$ cat config.mk
export PLATFORM = sky130hd
export DESIGN_NAME = lfsr_prbs_check
export DESIGN_NICKNAME = d
export VERILOG_FILES = /design/src/rtl/lfsr_prbs_check.sv
export SDC_FILE = /design/constraint.sdc
export NUM_CORES = 1
export LEC_CHECK = 0
export ABC_AREA = 1
export CAP_MARGIN = 30
export CORE_UTILIZATION = 45
export DETAILED_ROUTE_END_ITERATION = 6
export DONT_BUFFER_PORTS = 1
export PLACE_DENSITY = 0.66
export REMOVE_ABC_BUFFERS = 1
export SETUP_SLACK_MARGIN = 0.05
export SKIP_LAST_GASP = 1
export SYNTH_ARGS = -nofsm -noshare
export SYNTH_HDL_FRONTEND = slang
export SYNTH_SLANG_ARGS = --single-unit
$ cat constraint.sdc
create_clock -name clk -period 7.6 [get_ports clk]
set_input_delay 1.14 -clock clk [delete_from_list [all_inputs] [get_ports clk]]
set_output_delay 1.14 -clock clk [all_outputs]
set_load 0.01 [all_outputs]
$ cat src/rtl/lfsr_prbs_check.sv
// Self-synchronising PRBS checker: seeds its LFSR from the last LFSR_WIDTH received bits of each
// word, predicts the next word, and reports per-bit mismatches, lock state and a saturating count.
module lfsr_prbs_check #(
  parameter int                    LFSR_WIDTH    = 31,
  parameter logic [LFSR_WIDTH-1:0] LFSR_POLY     = 31'h10000001,
  parameter                        LFSR_CONFIG   = "FIBONACCI",
  parameter bit                    REVERSE       = 1'b0,
  parameter int                    DATA_WIDTH    = 64,
  parameter int                    LOCK_COUNT    = 4,
  parameter int                    UNLOCK_ERR    = 4,
  parameter int                    ERR_CNT_WIDTH = 32
) (
  input  logic                     clk,
  input  logic                     rst_n,
  input  logic [DATA_WIDTH-1:0]    data_in,
  input  logic                     data_in_valid,
  input  logic                     clear_errors,
  output logic                     locked,
  output logic [DATA_WIDTH-1:0]    error_out,
  output logic                     error_valid,
  output logic [ERR_CNT_WIDTH-1:0] error_count,
  output logic                     sync_loss
);

  localparam int GW    = $clog2(LOCK_COUNT + 1);
  localparam int BW    = $clog2(UNLOCK_ERR + 1);
  localparam int PC_W  = $clog2(DATA_WIDTH + 1);
  localparam int SUM_W = ((ERR_CNT_WIDTH > PC_W) ? ERR_CNT_WIDTH : PC_W) + 1;
  localparam logic [GW-1:0]         GOOD_LAST = GW'(LOCK_COUNT - 1);
  localparam logic [BW-1:0]         BAD_LAST  = BW'(UNLOCK_ERR - 1);
  localparam logic [SUM_W-1:0]      CNT_MAX   = (SUM_W'(1) << ERR_CNT_WIDTH) - SUM_W'(1);
  // Poly bit i (i >= 1) is the x^i tap and reads state bit i-1; x^W and x^0 are implicit.
  localparam logic [LFSR_WIDTH-1:0] TAP_MASK  = LFSR_POLY >> 1;

  if (DATA_WIDTH < LFSR_WIDTH) begin : g_err_width
    $error("lfsr_prbs_check: DATA_WIDTH must be >= LFSR_WIDTH");
  end
  if (LOCK_COUNT == 0 || UNLOCK_ERR == 0) begin : g_err_count
    $error("lfsr_prbs_check: LOCK_COUNT and UNLOCK_ERR must be non-zero");
  end
  if (LFSR_CONFIG != "FIBONACCI") begin : g_err_config
    $error("lfsr_prbs_check: only FIBONACCI is supported");
  end

  typedef enum logic [1:0] {ST_SEARCH, ST_VERIFY, ST_LOCKED} state_t;

  state_t                   r_state, w_state_next;
  logic [LFSR_WIDTH-1:0]    r_seed, w_seed_next, w_rx_seed;
  logic [GW-1:0]            r_good, w_good_next;
  logic [BW-1:0]            r_bad, w_bad_next;
  logic [DATA_WIDTH-1:0]    r_error_out, w_error_out_next;
  logic                     r_error_valid, w_error_valid_next;
  logic                     r_sync_loss, w_sync_loss_next;
  logic [ERR_CNT_WIDTH-1:0] r_error_count, w_error_count_next;
  logic [DATA_WIDTH-1:0]    w_mism;
  logic [PC_W-1:0]          w_add;
  logic [SUM_W-1:0]         w_sum;

  function automatic logic [DATA_WIDTH-1:0] predict(input logic [LFSR_WIDTH-1:0] seed);
    logic [LFSR_WIDTH-1:0] s;
    logic                  fb;
    logic [DATA_WIDTH-1:0] w;
    s = seed;
    w = '0;
    for (int j = 0; j < DATA_WIDTH; j++) begin
      fb = s[LFSR_WIDTH-1] ^ (^(s & TAP_MASK));
      if (REVERSE) w[j] = fb;
      else         w[DATA_WIDTH-1-j] = fb;
      s = {s[LFSR_WIDTH-2:0], fb};
    end
    return w;
  endfunction

  function automatic logic [PC_W-1:0] popcount(input logic [DATA_WIDTH-1:0] d);
    logic [PC_W-1:0] c;
    c = '0;
    for (int i = 0; i < DATA_WIDTH; i++) c = c + PC_W'(d[i]);
    return c;
  endfunction

  // The most recently generated bit lands in state bit 0.
  for (genvar gi = 0; gi < LFSR_WIDTH; gi++) begin : g_seed
    assign w_rx_seed[gi] = REVERSE ? data_in[DATA_WIDTH-1-gi] : data_in[gi];
  end

  assign w_mism = data_in ^ predict(r_seed);
  assign w_sum  = SUM_W'(r_error_count) + SUM_W'(w_add);

  always_comb begin
    w_state_next       = r_state;
    w_seed_next        = r_seed;
    w_good_next        = r_good;
    w_bad_next         = r_bad;
    w_error_out_next   = r_error_out;
    w_error_valid_next = 1'b0;
    w_sync_loss_next   = 1'b0;
    w_add              = '0;
    if (data_in_valid) begin
      w_seed_next = w_rx_seed;
      case (r_state)
        ST_SEARCH: begin
          w_good_next  = '0;
          w_bad_next   = '0;
          w_state_next = ST_VERIFY;
        end
        ST_VERIFY: begin
          if (w_mism == '0) begin
            if (r_good == GOOD_LAST) begin
              w_good_next  = '0;
              w_bad_next   = '0;
              w_state_next = ST_LOCKED;
            end else begin
              w_good_next = r_good + GW'(1);
            end
          end else begin
            w_good_next = '0;
          end
        end
        ST_LOCKED: begin
          w_error_out_next   = w_mism;
          w_error_valid_next = 1'b1;
          w_add              = popcount(w_mism);
          if (w_mism != '0) begin
            if (r_bad == BAD_LAST) begin
              w_bad_next       = '0;
              w_sync_loss_next = 1'b1;
              w_state_next     = ST_SEARCH;
            end else begin
              w_bad_next = r_bad + BW'(1);
            end
          end else begin
            w_bad_next = '0;
          end
        end
        default: w_state_next = ST_SEARCH;
      endcase
    end
    // A clear discards whatever the concurrent word would have added.
    if (clear_errors)        w_error_count_next = '0;
    else if (w_sum > CNT_MAX) w_error_count_next = '1;
    else                     w_error_count_next = w_sum[ERR_CNT_WIDTH-1:0];
  end

  always_ff @(posedge clk) begin
    if (!rst_n) begin
      r_state       <= ST_SEARCH;
      r_seed        <= '0;
      r_good        <= '0;
      r_bad         <= '0;
      r_error_out   <= '0;
      r_error_valid <= 1'b0;
      r_sync_loss   <= 1'b0;
      r_error_count <= '0;
    end else begin
      r_state       <= w_state_next;
      r_seed        <= w_seed_next;
      r_good        <= w_good_next;
      r_bad         <= w_bad_next;
      r_error_out   <= w_error_out_next;
      r_error_valid <= w_error_valid_next;
      r_sync_loss   <= w_sync_loss_next;
      r_error_count <= w_error_count_next;
    end
  end

  assign locked      = (r_state == ST_LOCKED);
  assign error_out   = r_error_out;
  assign error_valid = r_error_valid;
  assign error_count = r_error_count;
  assign sync_loss   = r_sync_loss;

endmodule
Fig. 1: power grid
The bar under the picture is 50 um long. Pins as bars on the die edge. Tap cells in grey.
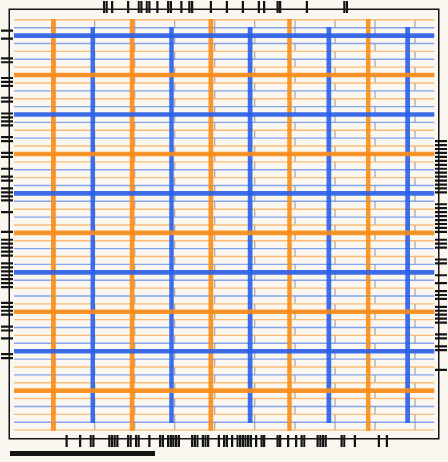
[orange] VSS
[blue] VDD
tap cells: 270
met5 straps: 10

Fig. 2: close-up of the layout
Window x 98 to 123, y 24 to 49 um. Cells in grey, sequential cells in the stronger grey; small squares are vias.
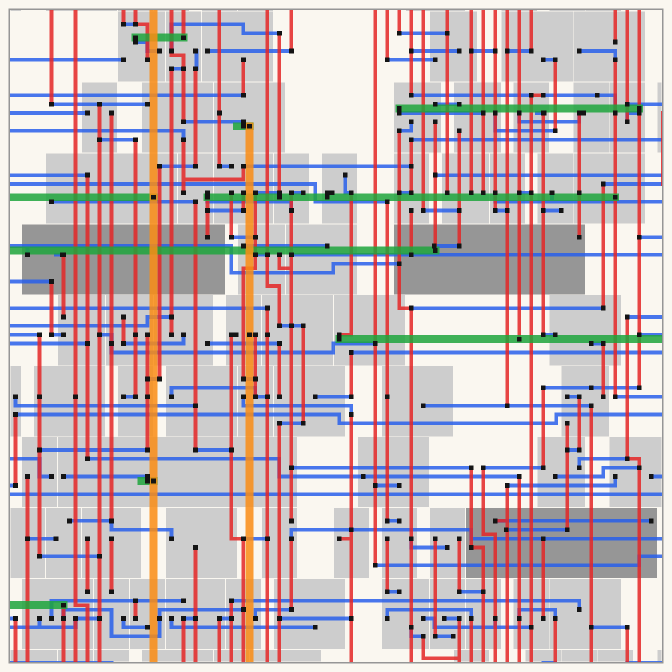
[blue] M1
[green] M3
[orange] M4
[red] M2
cells with their middle in the window: 66
sequential cells in the window: 3
most frequent: nand2_1 (18), buf_4 (18)
netlist names of flops here include: r_seed (3)

==> impl_metrics.toml <==
# implementation run metrics
[layout]
post_layout_nonfiller_instances = 1955
postLayoutCoreUtil = 0.632

[timing]
post_route_clock_skew_ps = 13.8
timing.final.setup_violations = 32
final_hold_viol_count = 0
least_setup_slack_across_all_paths_after_layout_ps = -332

[critical_path]
regToRegStartpoint = "r_seed[28]"
worst-path-max-fanout = 8
critPathLaunch = "data_in[9]"

[die]
fp.coreArea_mm2 = 0.0205
die_area_mm2 = 0.0218
die_width_um = 148

[worst_hold_path]
class_of_the_worst_hold_path = "reg2reg"

[job]
cap_viol_max_count = 0

[drt]
first_pass_iters = 6
routedLengthMet1_um = 14000
met2WireLength_um = 15500
drc_errors = 0

[status]
failing_checks = "negative setup slack"
status = "finished, violations left"
==> registers in the layout (all words and copies together), names as in the netlist <==
register	count
error_out	64
error_count	32
r_seed	31
r_bad	3
r_good	3
r_state	2
error_valid	1
sync_loss	1
==> metrics by stage <==
stage / instance area, um^2 / worst slack, ps / setup TNS (ps) / hold WS [ps]
2_1_floorplan: 9360 / -935 / -25510 / 412
3_3_place_gp: 10900 / -948 / -28810 / 419
4_1_cts: 12800 / -256 / -7190 / 433
6_report: 13000 / -332 / -9090 / 432
5_1_grt: 13000 / -530 / -15810 / 469
3_5_place_dp: 10900 / -1090 / -32110 / 424
==> layout by cell type, fill, tap and decap left out, types with 7 or more instances in the layout <==
cell	instances
sky130_fd_sc_hd__buf_6	8
sky130_fd_sc_hd__xnor2_1	12
sky130_fd_sc_hd__xor2_1	26
sky130_fd_sc_hd__dfxtp_1	130
sky130_fd_sc_hd__nor2_1	49
sky130_fd_sc_hd__buf_4	259
sky130_fd_sc_hd__nand2_1	403
sky130_fd_sc_hd__nand3_1	56
sky130_fd_sc_hd__o21ai_1	11
sky130_fd_sc_hd__clkbuf_16	18
sky130_fd_sc_hd__inv_2	39
sky130_fd_sc_hd__o21ai_0	81
sky130_fd_sc_hd__dfxtp_2	7
sky130_fd_sc_hd__nand3b_1	10
sky130_fd_sc_hd__nand3_2	7
sky130_fd_sc_hd__o211ai_1	15
sky130_fd_sc_hd__a21oi_1	98
sky130_fd_sc_hd__fa_1	36
sky130_fd_sc_hd__nand4_1	7
sky130_fd_sc_hd__nor2_4	12
sky130_fd_sc_hd__nor3_1	12
sky130_fd_sc_hd__ha_1	22
sky130_fd_sc_hd__nand2_2	48
sky130_fd_sc_hd__fa_2	19
sky130_fd_sc_hd__inv_1	219
sky130_fd_sc_hd__a21oi_2	21
sky130_fd_sc_hd__nand2_4	8
==> logic make-up after synthesis <==
group | share of synthesized area
compound gates | 0.132
xor+xnor | 0.0377
fa+ha+maj | 0.148
buf+inv | 0.121
flops | 0.288
simple gates | 0.274
==> timing repair <==
action	in CTS	in global routing
endpoints found under the setup margin	32	42
pin swaps	64	47
resized	102	81
cloned	1	0
setup buffers	110	9
hold buffers	0	0
==> per-layer routing <==
metal / up-vias / global-route usage
li1: 4915 / -
met1: 4788 / 0.414
met2: 542 / 0.514
met3: 138 / 0.0864
met4: 0 / 0.169
met5: - / 0
==> worst register-to-register path: cells and delay by family, from the launching register on <==
family,cells,cell delay (ps)
flip-flops,1,330
AND/OR/NAND/NOR,9,840
AND-OR/OR-AND,4,660
buffers and inverters,10,1050
adder cells (fa/ha/maj),11,4950
==> cell type report <==
cell class	count	area [um^2]
sequential	137	2750
timing repair buffer	269	2080
inverter	261	997
multi-input combinational	987	6150
fill	1782	7540
tap	270	338
clock buffer	21	470
clock inverter	10	166
